<file path="src/rtl/miscv_pkg.sv">
// Shared types for the MISC-V core pipeline stages.
// No logic; constants and types only.
// Contents: writeback-source encodings, memory FSM state type, EX/MEM payload struct.
package miscv_pkg;

  // Writeback source select (RegStore field)
  localparam logic [1:0] WB_ALU  = 2'b00;
  localparam logic [1:0] WB_LOAD = 2'b01;
  localparam logic [1:0] WB_PC   = 2'b10;
  localparam logic [1:0] WB_ZERO = 2'b11;

  // Data-memory access FSM
  typedef enum logic {
    IDLE = 1'b0,
    WAIT = 1'b1
  } mem_state_t;

  // EX/MEM pipeline register payload
  typedef struct packed {
    logic        reg_write;
    logic        mem_write;
    logic        mem_read;
    logic [1:0]  reg_store;
    logic [15:0] pcp2;
    logic [15:0] alu_result;
    logic [15:0] third_arg;
    logic [2:0]  rd;
  } exmem_t;

endpackage

</file>
<file path="src/rtl/memory_stage_ex_mem.sv">
// EX/MEM pipeline register with hold enable.
// One cycle latency; when hold=1 the contents are frozen.
// Ports: clk, reset (async, active-high), hold, d (next payload), q (registered payload).
module EX_MEM
  import miscv_pkg::*;
(
  input  logic   clk,
  input  logic   reset,
  input  logic   hold,
  input  exmem_t d,
  output exmem_t q
);

  always_ff @(posedge clk or posedge reset) begin
    if (reset) begin
      q <= '0;
    end else if (!hold) begin
      q <= d;
    end
  end

endmodule

</file>
<file path="src/rtl/mux16b4.sv">
// 4:1 multiplexer, 16-bit wide.
// Purely combinational, zero latency; no flow control.
// Ports: in0..in3 data inputs, sel select, out selected value.
module mux16b4 (
  input  logic [15:0] in0,
  input  logic [15:0] in1,
  input  logic [15:0] in2,
  input  logic [15:0] in3,
  input  logic [1:0]  sel,
  output logic [15:0] out
);

  always_comb begin
    out = in0;
    case (sel)
      2'b00:   out = in0;
      2'b01:   out = in1;
      2'b10:   out = in2;
      default: out = in3;
    endcase
  end

endmodule

</file>
<file path="src/rtl/memory_stage.sv">
// MEM stage: EX/MEM register, variable-latency data-memory handshake, MEM/WB register.
// Latency 1 cycle for non-memory ops; memory ops add k cycles (k = wait cycles, capped at TIMEOUT).
// Backpressure: Stall freezes upstream while an access is outstanding; MEM/WB takes bubbles meanwhile.
// Ports: I* from execute; mem_* data-memory port; Stall upstream freeze; *MEM forwarding taps;
//        O* MEM/WB contents; loadDataWB selected writeback value; OMemErr sticky timeout flag.
module memory_stage
  import miscv_pkg::*;
#(
  parameter int TIMEOUT = 15
) (
  input  logic        clk,
  input  logic        reset,
  input  logic        IRegWrite,
  input  logic        IMemWrite,
  input  logic        IMemRead,
  input  logic [1:0]  IRegStore,
  input  logic [15:0] IPCP2,
  input  logic [15:0] IALUResult,
  input  logic [15:0] I3rdArg,
  input  logic [2:0]  IRd,
  output logic        mem_req,
  output logic        mem_we,
  output logic [15:0] mem_addr,
  output logic [15:0] mem_wdata,
  input  logic [15:0] mem_rdata,
  input  logic        mem_ready,
  output logic        Stall,
  output logic [15:0] ALUResultMEM,
  output logic [2:0]  RdMEM,
  output logic        RegWriteMEM,
  output logic        ORegWrite,
  output logic [1:0]  ORegStore,
  output logic [2:0]  ORd,
  output logic [15:0] OPCP2,
  output logic [15:0] OALUResult,
  output logic [15:0] OLoadData,
  output logic [15:0] loadDataWB,
  output logic        OMemErr
);

  // Counter only needs to reach TIMEOUT-1
  localparam int CW = (TIMEOUT > 2) ? $clog2(TIMEOUT) : 1;
  localparam logic [CW-1:0] CNT_LAST = CW'(TIMEOUT - 1);

  exmem_t     ex_d;
  exmem_t     ex_q;
  mem_state_t state;
  mem_state_t state_nx;
  logic [CW-1:0] cnt;
  logic [CW-1:0] cnt_nx;
  logic memop;
  logic rd_op;
  logic done;
  logic timeout_hit;

  // ---------------- EX/MEM register ----------------
  always_comb begin
    ex_d            = '0;
    ex_d.reg_write  = IRegWrite;
    ex_d.mem_write  = IMemWrite;
    ex_d.mem_read   = IMemRead;
    ex_d.reg_store  = IRegStore;
    ex_d.pcp2       = IPCP2;
    ex_d.alu_result = IALUResult;
    ex_d.third_arg  = I3rdArg;
    ex_d.rd         = IRd;
  end

  EX_MEM u_ex_mem (
    .clk   (clk),
    .reset (reset),
    .hold  (Stall),
    .d     (ex_d),
    .q     (ex_q)
  );

  assign memop = ex_q.mem_read | ex_q.mem_write;
  // Write wins when both control bits are set
  assign rd_op = ex_q.mem_read & ~ex_q.mem_write;

  // The EX/MEM register reloads on the edge an access ends, so a held
  // memop is always the current, not-yet-finished access.
  assign mem_req      = memop;
  assign mem_we       = ex_q.mem_write;
  assign mem_addr     = ex_q.alu_result;
  assign mem_wdata    = ex_q.third_arg;

  assign ALUResultMEM = ex_q.alu_result;
  assign RdMEM        = ex_q.rd;
  assign RegWriteMEM  = ex_q.reg_write;

  // ---------------- access FSM ----------------
  always_ff @(posedge clk or posedge reset) begin
    if (reset) begin
      state <= IDLE;
      cnt   <= '0;
    end else begin
      state <= state_nx;
      cnt   <= cnt_nx;
    end
  end

  always_comb begin
    state_nx    = state;
    cnt_nx      = cnt;
    done        = 1'b0;
    timeout_hit = 1'b0;
    case (state)
      IDLE: begin
        if (memop) begin
          if (mem_ready) begin
            done = 1'b1;
          end else begin
            state_nx = WAIT;
            cnt_nx   = '0;
          end
        end
      end
      WAIT: begin
        if (!memop) begin
          state_nx = IDLE;
        end else if (mem_ready) begin
          done     = 1'b1;
          state_nx = IDLE;
        end else if (cnt == CNT_LAST) begin
          // Give up: release the pipeline and flag the error
          timeout_hit = 1'b1;
          state_nx    = IDLE;
        end else begin
          cnt_nx = cnt + CW'(1);
        end
      end
      default: state_nx = IDLE;
    endcase
  end

  assign Stall = memop & ~mem_ready & ~timeout_hit;

  // ---------------- MEM/WB register ----------------
  always_ff @(posedge clk or posedge reset) begin
    if (reset) begin
      ORegWrite  <= 1'b0;
      ORegStore  <= WB_ALU;
      ORd        <= '0;
      OPCP2      <= '0;
      OALUResult <= '0;
      OLoadData  <= '0;
      OMemErr    <= 1'b0;
    end else begin
      if (Stall) begin
        // Bubble: only the write enable is killed, the rest holds
        ORegWrite <= 1'b0;
      end else begin
        ORegWrite  <= ex_q.reg_write;
        ORegStore  <= ex_q.reg_store;
        ORd        <= ex_q.rd;
        OPCP2      <= ex_q.pcp2;
        OALUResult <= ex_q.alu_result;
        if (done && rd_op) begin
          OLoadData <= mem_rdata;
        end else if (timeout_hit) begin
          OLoadData <= '0;
        end
      end
      if (timeout_hit) begin
        OMemErr <= 1'b1;
      end
    end
  end

  mux16b4 u_wb_mux (
    .in0 (OALUResult),
    .in1 (OLoadData),
    .in2 (OPCP2),
    .in3 (16'h0000),
    .sel (ORegStore),
    .out (loadDataWB)
  );

endmodule

</file>
<file path="config.mk">
export PLATFORM = sky130hd
export DESIGN_NAME = memory_stage
export DESIGN_NICKNAME = d
export VERILOG_FILES = /design/src/rtl/miscv_pkg.sv /design/src/rtl/memory_stage_ex_mem.sv /design/src/rtl/mux16b4.sv /design/src/rtl/memory_stage.sv
export SDC_FILE = /design/constraint.sdc
export NUM_CORES = 1
export LEC_CHECK = 0
export CAP_MARGIN = 20
export CORE_MARGIN = 1.5
export CORE_UTILIZATION = 44
export DETAILED_ROUTE_END_ITERATION = 8
export MAX_ROUTING_LAYER = met4
export PLACE_DENSITY_LB_ADDON = 0.15
export SLEW_MARGIN = 20
export SYNTH_ARGS = -nofsm -noshare
export SYNTH_HDL_FRONTEND = slang
export SYNTH_SLANG_ARGS = --single-unit
</file>
<file path="constraint.sdc">
create_clock -name clk -period 4.54 [get_ports clk]
set_input_delay 0.908 -clock clk [delete_from_list [all_inputs] [get_ports clk]]
set_output_delay 0.908 -clock clk [all_outputs]
set_load 0.02 [all_outputs]
</file>
run_1/wires.png
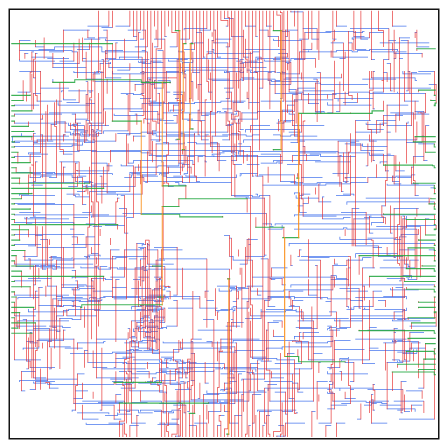
Key: metal 2 = red [wire length 6250 µm]; metal 4 = orange [wire length 292 µm]; metal 1 = blue [wire length 5400 µm]; metal 3 = green [wire length 696 µm]

run_1/layer_met3.png
Scale bar: 20 µm.
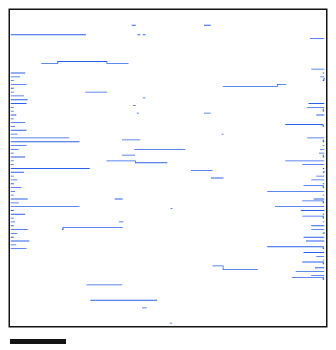
The layer carries 696 µm of wire. The wires run mostly horizontal. The longest straight run is 27.8 µm.
via count: 3610
final WL: 12600 µm

run_1/clk_routes.png
Scale bar: 20 µm.
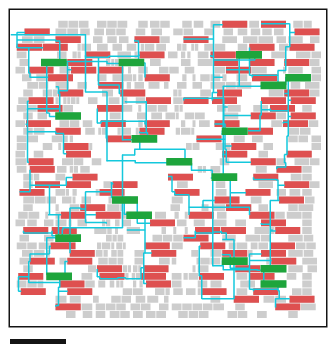
Key: clock drivers = green [count 17]; flip-flops = red [count 116]; clock wires = cyan [length 1540 µm]
Position of the flops: spread over the die.
clk_skew: 0.00459 ns
P_clk: 1.21 mW
clock share of power: 31.3%
Late-Pin Clk Latency: 0.41 ns

==> impl_metrics.json, run 1 <==
{
  "status": "finished with violations",
  "violations": "design-rule violations",
  "grtUsageMet2_pct": 34.1,
  "first_global_vias": 3831,
  "synth-edff-count": 0,
  "clock_area_share_pct": 7.19,
  "whs_ns": 0.472,
  "synth_stat.cells": 410,
  "synthCells": 410,
  "crit_top_cell": "clkdlybuf4s50_1",
  "dpl.hpwl_um": 8770,
  "synth-adder-area-share_pct": 0.474,
  "ant_nets": 0,
  "swShare_pct": 31.2,
  "logic_area_um2": 1860,
  "holdCritStartpoint": "OMemErr$_DFFE_PP0P_",
  "topCellsByArea": "dfrtp_1, mux2_2, mux2_4, buf_4, nand2_1",
  "r2r-end": "OALUResult[2]$_DFFE_PP0N_",
  "finalInstanceArea_um2": 7550,
  "grt.busiest_layer": "met2",
  "drc": 13,
  "grtUsageMet1_pct": 26.0,
  "dr.pass1.iters": 6,
  "async_flop_share_pct": 100,
  "p_leak_nw": 3.25,
  "synth_top_area_share_pct": 55.0,
  "fmaxAchievable_mhz": 300,
  "area_delta_synth_final_pct": 43.1,
  "num-multi-input-gates": 219,
  "total_power_mw": 3.87,
  "cpPeakStageDelay_ns": 0.61,
  "hold_path_depth": 1,
  "final_common_cell": "clkdlybuf4s50_1",
  "slew-limit-headroom_pct": 32.5,
  "cp.required_ns": 3.63,
  "routed_via_density": 5.01,
  "ys_area_um2": 5280,
  "port_buffers": 200,
  "postCtsHoldBufs": 0,
  "reg2reg_depth": 7,
  "switchingPower_mw": 1.21,
  "cts_sinks": 116,
  "regToRegSetupSlack_ns": 2.14,
  "syn_nets": 487,
  "critPathMaxFanout": 5,
  "ys_ff": 116,
  "ir_worst_vdd_mv": 0.362,
  "path_cells": "clkdlybuf4s50_1, o21ba_2, nand2_2, clkinv_2, clkdlybuf4s50_1",
  "ys_sh_simple_pct": 5.43,
  "setup_viol": 0,
  "top_cell": "dfrtp_1",
  "syn_area_per_cell_um2": 12.9,
  "final_util_pct": 65.3,
  "tritoncts": "built",
  "drtIter0Drc": 155,
  "crit_type": "in2out",
  "worstSetupStartpoint": "mem_ready",
  "met3_length_um": 695,
  "setup_slack_ns": 1.21,
  "finalMaxSlewViolations": 0,
  "antenna_cells": 0,
  "ff_count": 116,
  "rows": 39,
  "die_h_um": 113,
  "placed_cells": 689,
  "grt_max_degree": 86,
  "largest_reg_flops": 56,
  "p_per_area_nw_per_um2": 512,
  "wl_per_cell_um": 17.5,
  "ys_seq_share_pct": 55.0,
  "layout.cells.non_filler": 720,
  "cts_root_buf": "clkbuf_16",
  "fillers": 921,
  "cts.clk_slew.worst_paths_ns": 0.05,
  "fin_crit_ns": 3.33,
  "powerComb_mw": 1.28,
  "r2r_start": "cnt[0]$_DFFE_PP0P_",
  "ys_sh_xor_pct": 0,
  "rsz0062_at_grt": "no",
  "worstMarginPinSlew_ns": 1.01,
  "warning_count": 27,
  "yosysWarnings": 0,
  "fp_util_pct": 45.6,
  "seq_area_um2": 2900,
  "grt_usage_pct": 21.8
}
run_1/placement.png
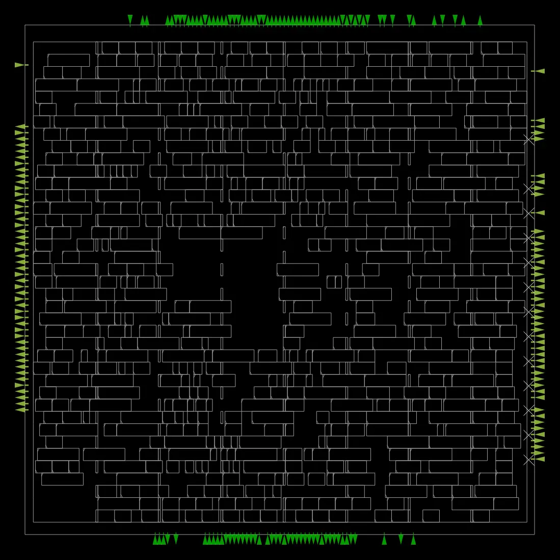

## Run 2: what changed since run 1
--- a/config.mk
+++ b/config.mk
@@ -7,7 +7,7 @@
 export LEC_CHECK = 0
 export CAP_MARGIN = 20
 export CORE_MARGIN = 1.5
-export CORE_UTILIZATION = 44
+export CORE_UTILIZATION = 40
 export DETAILED_ROUTE_END_ITERATION = 8
 export MAX_ROUTING_LAYER = met4
 export PLACE_DENSITY_LB_ADDON = 0.15
==> constraint.sdc (replaced) <==
create_clock -name clk -period 2.8 [get_ports clk]
set_input_delay 0.56 -clock clk [delete_from_list [all_inputs] [get_ports clk]]
set_output_delay 0.56 -clock clk [all_outputs]
set_load 0.02 [all_outputs]
run_2/placement.png
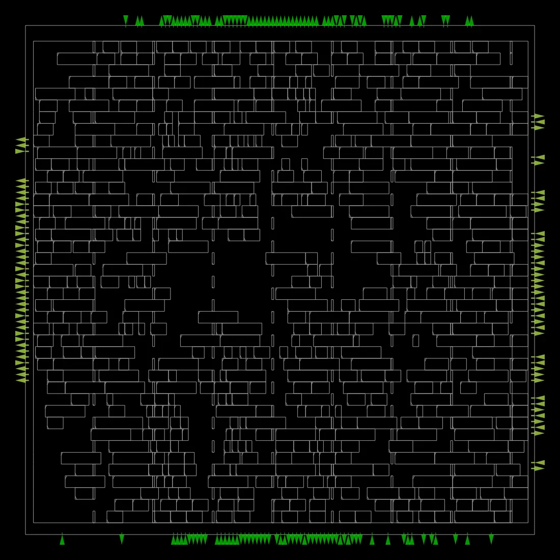
Tapcells: 172
# fillers: 1039

==> run 2 against run 1 <==
The flow now finishes without violations. Core utilization is 5.1 points lower. Sequential cell count stayed put. Routed wire length is 0.32% lower. Die area is 9.7% higher. Cell area is 1.9% higher. Count of clock-buffer cells in the layout is 9 lower. Critical endpoint unchanged. Highest routed layer unchanged.
==> impl_metrics.json, run 2 <==
{
  "finalInstanceArea_um2": 7690,
  "ys_ff": 116,
  "switchingPower_mw": 2.05,
  "status": "finished, final reports clean",
  "syn_nets": 487,
  "antenna_cells": 0,
  "pg_clk_mw": 2.14,
  "postCtsHoldBufs": 0,
  "total_power_mw": 6.47,
  "warning_count": 29,
  "drtIter0Drc": 189,
  "synth-adder-area-share_pct": 0.474,
  "grt_usage_pct": 19.5,
  "critPathMaxFanout": 5,
  "powerComb_mw": 2.10,
  "cts_root_buf": "clkbuf_16",
  "slew-limit-headroom_pct": 55.2,
  "async_flop_share_pct": 100,
  "p_leak_nw": 3.28,
  "ys_seq_share_pct": 55.0,
  "setup_slack_ns": 0.149,
  "reg2reg_depth": 7,
  "final_common_cell": "clkdlybuf4s50_1",
  "worstMarginPinSlew_ns": 0.671,
  "yosysWarnings": 0,
  "synthCells": 410,
  "clock-skew-final_ns": 0.00630,
  "die_h_um": 118,
  "pre_cts_ws_ns": 0.145,
  "ctsLongestPathBuffers": 2,
  "seq_area_um2": 2900,
  "fin_crit_ns": 2.65,
  "first_global_vias": 3705,
  "synth_top_area_share_pct": 55.0,
  "fmaxAchievable_mhz": 377,
  "ys_area_um2": 5280,
  "cts_sinks": 116,
  "syn_area_per_cell_um2": 12.9,
  "r2r-end": "OPCP2[0]$_DFFE_PP0N_",
  "nets": 646,
  "whs_ns": 0.430,
  "synth-edff-count": 0,
  "grt_max_degree": 109,
  "area_delta_synth_final_pct": 45.8,
  "port_buffers": 200,
  "wl_met1_um": 5590,
  "rsz0062_at_grt": "no",
  "ys_types": 32,
  "met3_length_um": 515,
  "finalMaxSlewViolations": 0,
  "insertion_delay_ns": 0.41,
  "placed_cells": 722,
  "drc": 0,
  "routed_wl_um": 12600,
  "buf_share_pct": 27.3,
  "wl_per_cell_um": 16.7,
  "fp_util_pct": 41.3,
  "top_cell": "dfrtp_1",
  "ff_count": 116,
  "p_clk_share_pct": 33.0,
  "layout.cells.non_filler": 754,
  "final_util_pct": 60.2,
  "rows": 41,
  "cpPeakStageDelay_ns": 0.60,
  "path_cells": "clkdlybuf4s50_1, o21ba_2, nand2_2, clkinv_2, clkdlybuf4s50_1",
  "setup_viol": 0,
  "tritoncts": "built",
  "cts.clk_slew.worst_paths_ns": 0.06,
  "cp.required_ns": 2.24,
  "ys_sh_xor_pct": 0,
  "p_per_area_nw_per_um2": 840,
  "grtUsageMet2_pct": 31.4,
  "n_all_buffers": 210,
  "r2r_start": "cnt[0]$_DFFE_PP0P_",
  "num-multi-input-gates": 219,
  "crit_type": "in2out",
  "logic_area_um2": 1860,
  "ir_worst_vdd_mv": 0.520,
  "worstSetupStartpoint": "mem_ready",
  "dpl.hpwl_um": 8860,
  "grt.busiest_layer": "met2",
  "regToRegSetupSlack_ns": 0.85,
  "largest_reg_flops": 56,
  "swShare_pct": 31.8,
  "synth_stat.cells": 410,
  "grtUsageMet1_pct": 23.4,
  "dr.pass1.iters": 4,
  "ys_sh_simple_pct": 5.43
}
run_2/detail.png
Window x 39 to 79, y 15 to 55 µm. Cells in gray, sequential cells in the stronger gray; small squares are vias.
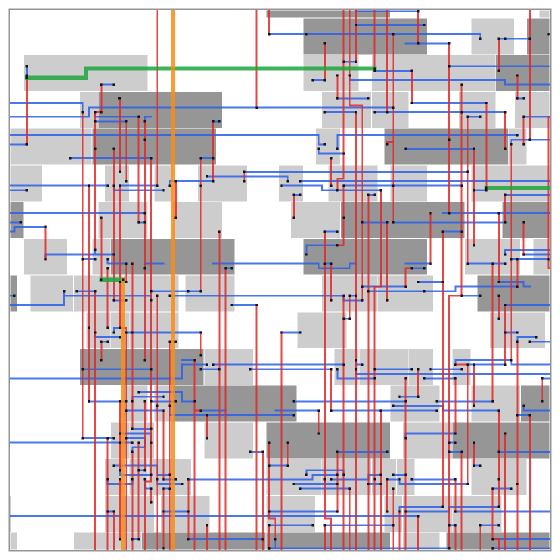

## Run 3: what changed since run 2
==> constraint.sdc (replaced) <==
create_clock -name clk -period 2.8 [get_ports clk]
set_input_delay 0.56 -clock clk [delete_from_list [all_inputs] [get_ports clk]]
set_output_delay 0.56 -clock clk [all_outputs]
set_load 0.005 [all_outputs]
run_3/detail.png
Window x 39 to 79, y 15 to 55 µm. Cells in gray, sequential cells in the stronger gray; small squares are vias.
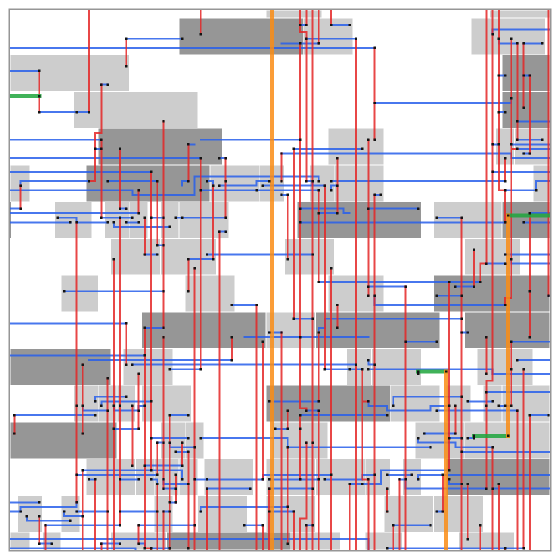
Key: metal 2 = red; metal 4 = orange; metal 3 = green; metal 1 = blue
71 logic cells have their middle in the window. Most frequent: clkdlybuf4s50_1 (18), dfrtp_1 (12), nand2_1 (12). Sequential cells in the window: 12. Netlist names of flops here include OLoadData (4), OALUResult (3), OPCP2 (2).

==> run 3 against run 2 <==
Routed wire length is 0.28% higher. Via count hardly changed. Combinational power is 21% lower. Largest power group unchanged.
==> impl_metrics.json, run 3 <==
{
  "hold_path_depth": 1,
  "syn-cell-area_um2": 5280,
  "crit_family": "buffers and inverters",
  "slew-limit-headroom_pct": 50.8,
  "ys_sh_xor_pct": 0,
  "path_cells": "buf_12, nor2b_1, buf_4, nand2_1, o21ai_0, clkdlybuf4s50_1",
  "n_all_buffers": 208,
  "dr.pass1.iters": 4,
  "setup_viol": 0,
  "worstSetupStartpoint": "ORegStore[0]$_DFFE_PP0N_",
  "logic_area_um2": 1860,
  "buf_share_pct": 27.4,
  "pg_clk_mw": 2.01,
  "grt_max_degree": 117,
  "placed_cells": 720,
  "tritoncts": "built",
  "ff_count": 116,
  "r2r_start": "cnt[0]$_DFFE_PP0P_",
  "wl_met1_um": 5370,
  "mux_share_pct": 24.9,
  "topCellsByArea": "dfrtp_1, mux2_2, mux2_4, buf_4, nand2_1",
  "cts_buffers": 17,
  "grt_util_met3_pct": 6.54,
  "clock_area_share_pct": 7.23,
  "p_clk_share_pct": 34.1,
  "critPathMaxFanout": 19,
  "finalInstanceArea_um2": 7650,
  "worstPathArrival_ns": 2.07,
  "cpPeakStageDelay_ns": 0.55,
  "ys_sh_simple_pct": 5.43,
  "r2r-end": "OALUResult[9]$_DFFE_PP0N_",
  "mostFrequentLayoutCells": "clkdlybuf4s50_1, dfrtp_1, mux2_2",
  "synth_top_area_share_pct": 55.0,
  "reg2reg_depth": 7,
  "pre_cts_ws_ns": 0.248,
  "fp_util_pct": 41.3,
  "async_flop_share_pct": 100,
  "synth-adder-area-share_pct": 0.474,
  "first_global_vias": 3833,
  "synth_stat.cells": 410,
  "postCtsHoldBufs": 0,
  "rows": 41,
  "worstMarginPinSlew_ns": 0.735,
  "seq_area_um2": 2900,
  "routed_via_density": 4.73,
  "critPathLaunchType": "flop",
  "fin_crit_sh_pct": 93.9,
  "met3_length_um": 690,
  "p_leak_nw": 3.26,
  "cp.required_ns": 2.24,
  "sh_seq_area_pct": 37.9,
  "port_buffers": 200,
  "htreeDepth": 4,
  "ys_types": 32,
  "switchingPower_mw": 1.56,
  "synth-edff-count": 0,
  "antenna_cells": 0,
  "fmaxAchievable_mhz": 380,
  "cts_setup_buffers": 0,
  "grt.busiest_layer": "met2",
  "p_per_area_nw_per_um2": 771,
  "crit_type": "reg2out",
  "synthCells": 410,
  "syn_area_per_cell_um2": 12.9,
  "grt_pass1_wl_um": 20500,
  "wl_per_cell_um": 16.8,
  "grtUsageMet1_pct": 23.2,
  "cts_sinks": 116,
  "total_power_mw": 5.90,
  "top_cell": "dfrtp_1",
  "power_frac_comb_pct": 28.1,
  "fin_crit_ns": 2.63,
  "regToRegSetupSlack_ns": 0.85,
  "power_leader": "registers",
  "yosysWarnings": 0,
  "cts.clk_slew.worst_paths_ns": 0.05,
  "dpl.hpwl_um": 8780,
  "num-multi-input-gates": 219,
  "cts_root_buf": "clkbuf_16",
  "swShare_pct": 26.4,
  "wl_met2_um": 6230,
  "syn_nets": 487,
  "area_delta_synth_final_pct": 44.9,
  "pg_seq_mw": 2.23,
  "ant_nets": 0,
  "n_tap_cell": 172,
  "drtIter0Drc": 184,
  "hold_violations": 0,
  "top_cells_by_count": "dfrtp_1, mux2_2, buf_4, nand2_1, o21ai_0",
  "fin_tns_setup_ns": 0,
  "grtUsageMet2_pct": 31.1,
  "powerComb_mw": 1.66,
  "grt_usage_pct": 19.8,
  "place_area_um2": 7100,
  "finalMaxSlewViolations": 0,
  "ys_seq_share_pct": 55.0,
  "nets": 644,
  "ctsLongestPathBuffers": 2,
  "rsz0062_at_grt": "no",
  "comb_share_pct": 24.3,
  "layout.cells.non_filler": 751,
  "setup_slack_ns": 0.170,
  "warning_count": 29,
  "gp_congestion": 0.786,
  "routed_wl_um": 12600,
  "status": "finished, final reports clean",
  "holdCritStartpoint": "OMemErr$_DFFE_PP0P_",
  "ys_area_um2": 5280,
  "whs_ns": 0.473,
  "die_h_um": 118,
  "ir_worst_vdd_mv": 0.435,
  "biggestCellCategory": "sequential cells",
  "top_register": "u_ex_mem.q",
  "synth-compound-area-share_pct": 4.31,
  "ys_ff": 116,
  "chip_area_um2": 13900,
  "drc": 0,
  "critPathSlowestCell": "clkdlybuf4s50_1",
  "dr_total_vias": 3551,
  "largest_reg_flops": 56,
  "p_int_mw": 4.34,
  "insertion_delay_ns": 0.41,
  "final_util_pct": 59.9,
  "logic_family": "multiplexers",
  "clock-skew-final_ns": 0.00660,
  "fillers": 1028,
  "endpoint_kind": "primary output",
  "final_common_cell": "clkdlybuf4s50_1"
}
Power and IR drop assume default switching activity.
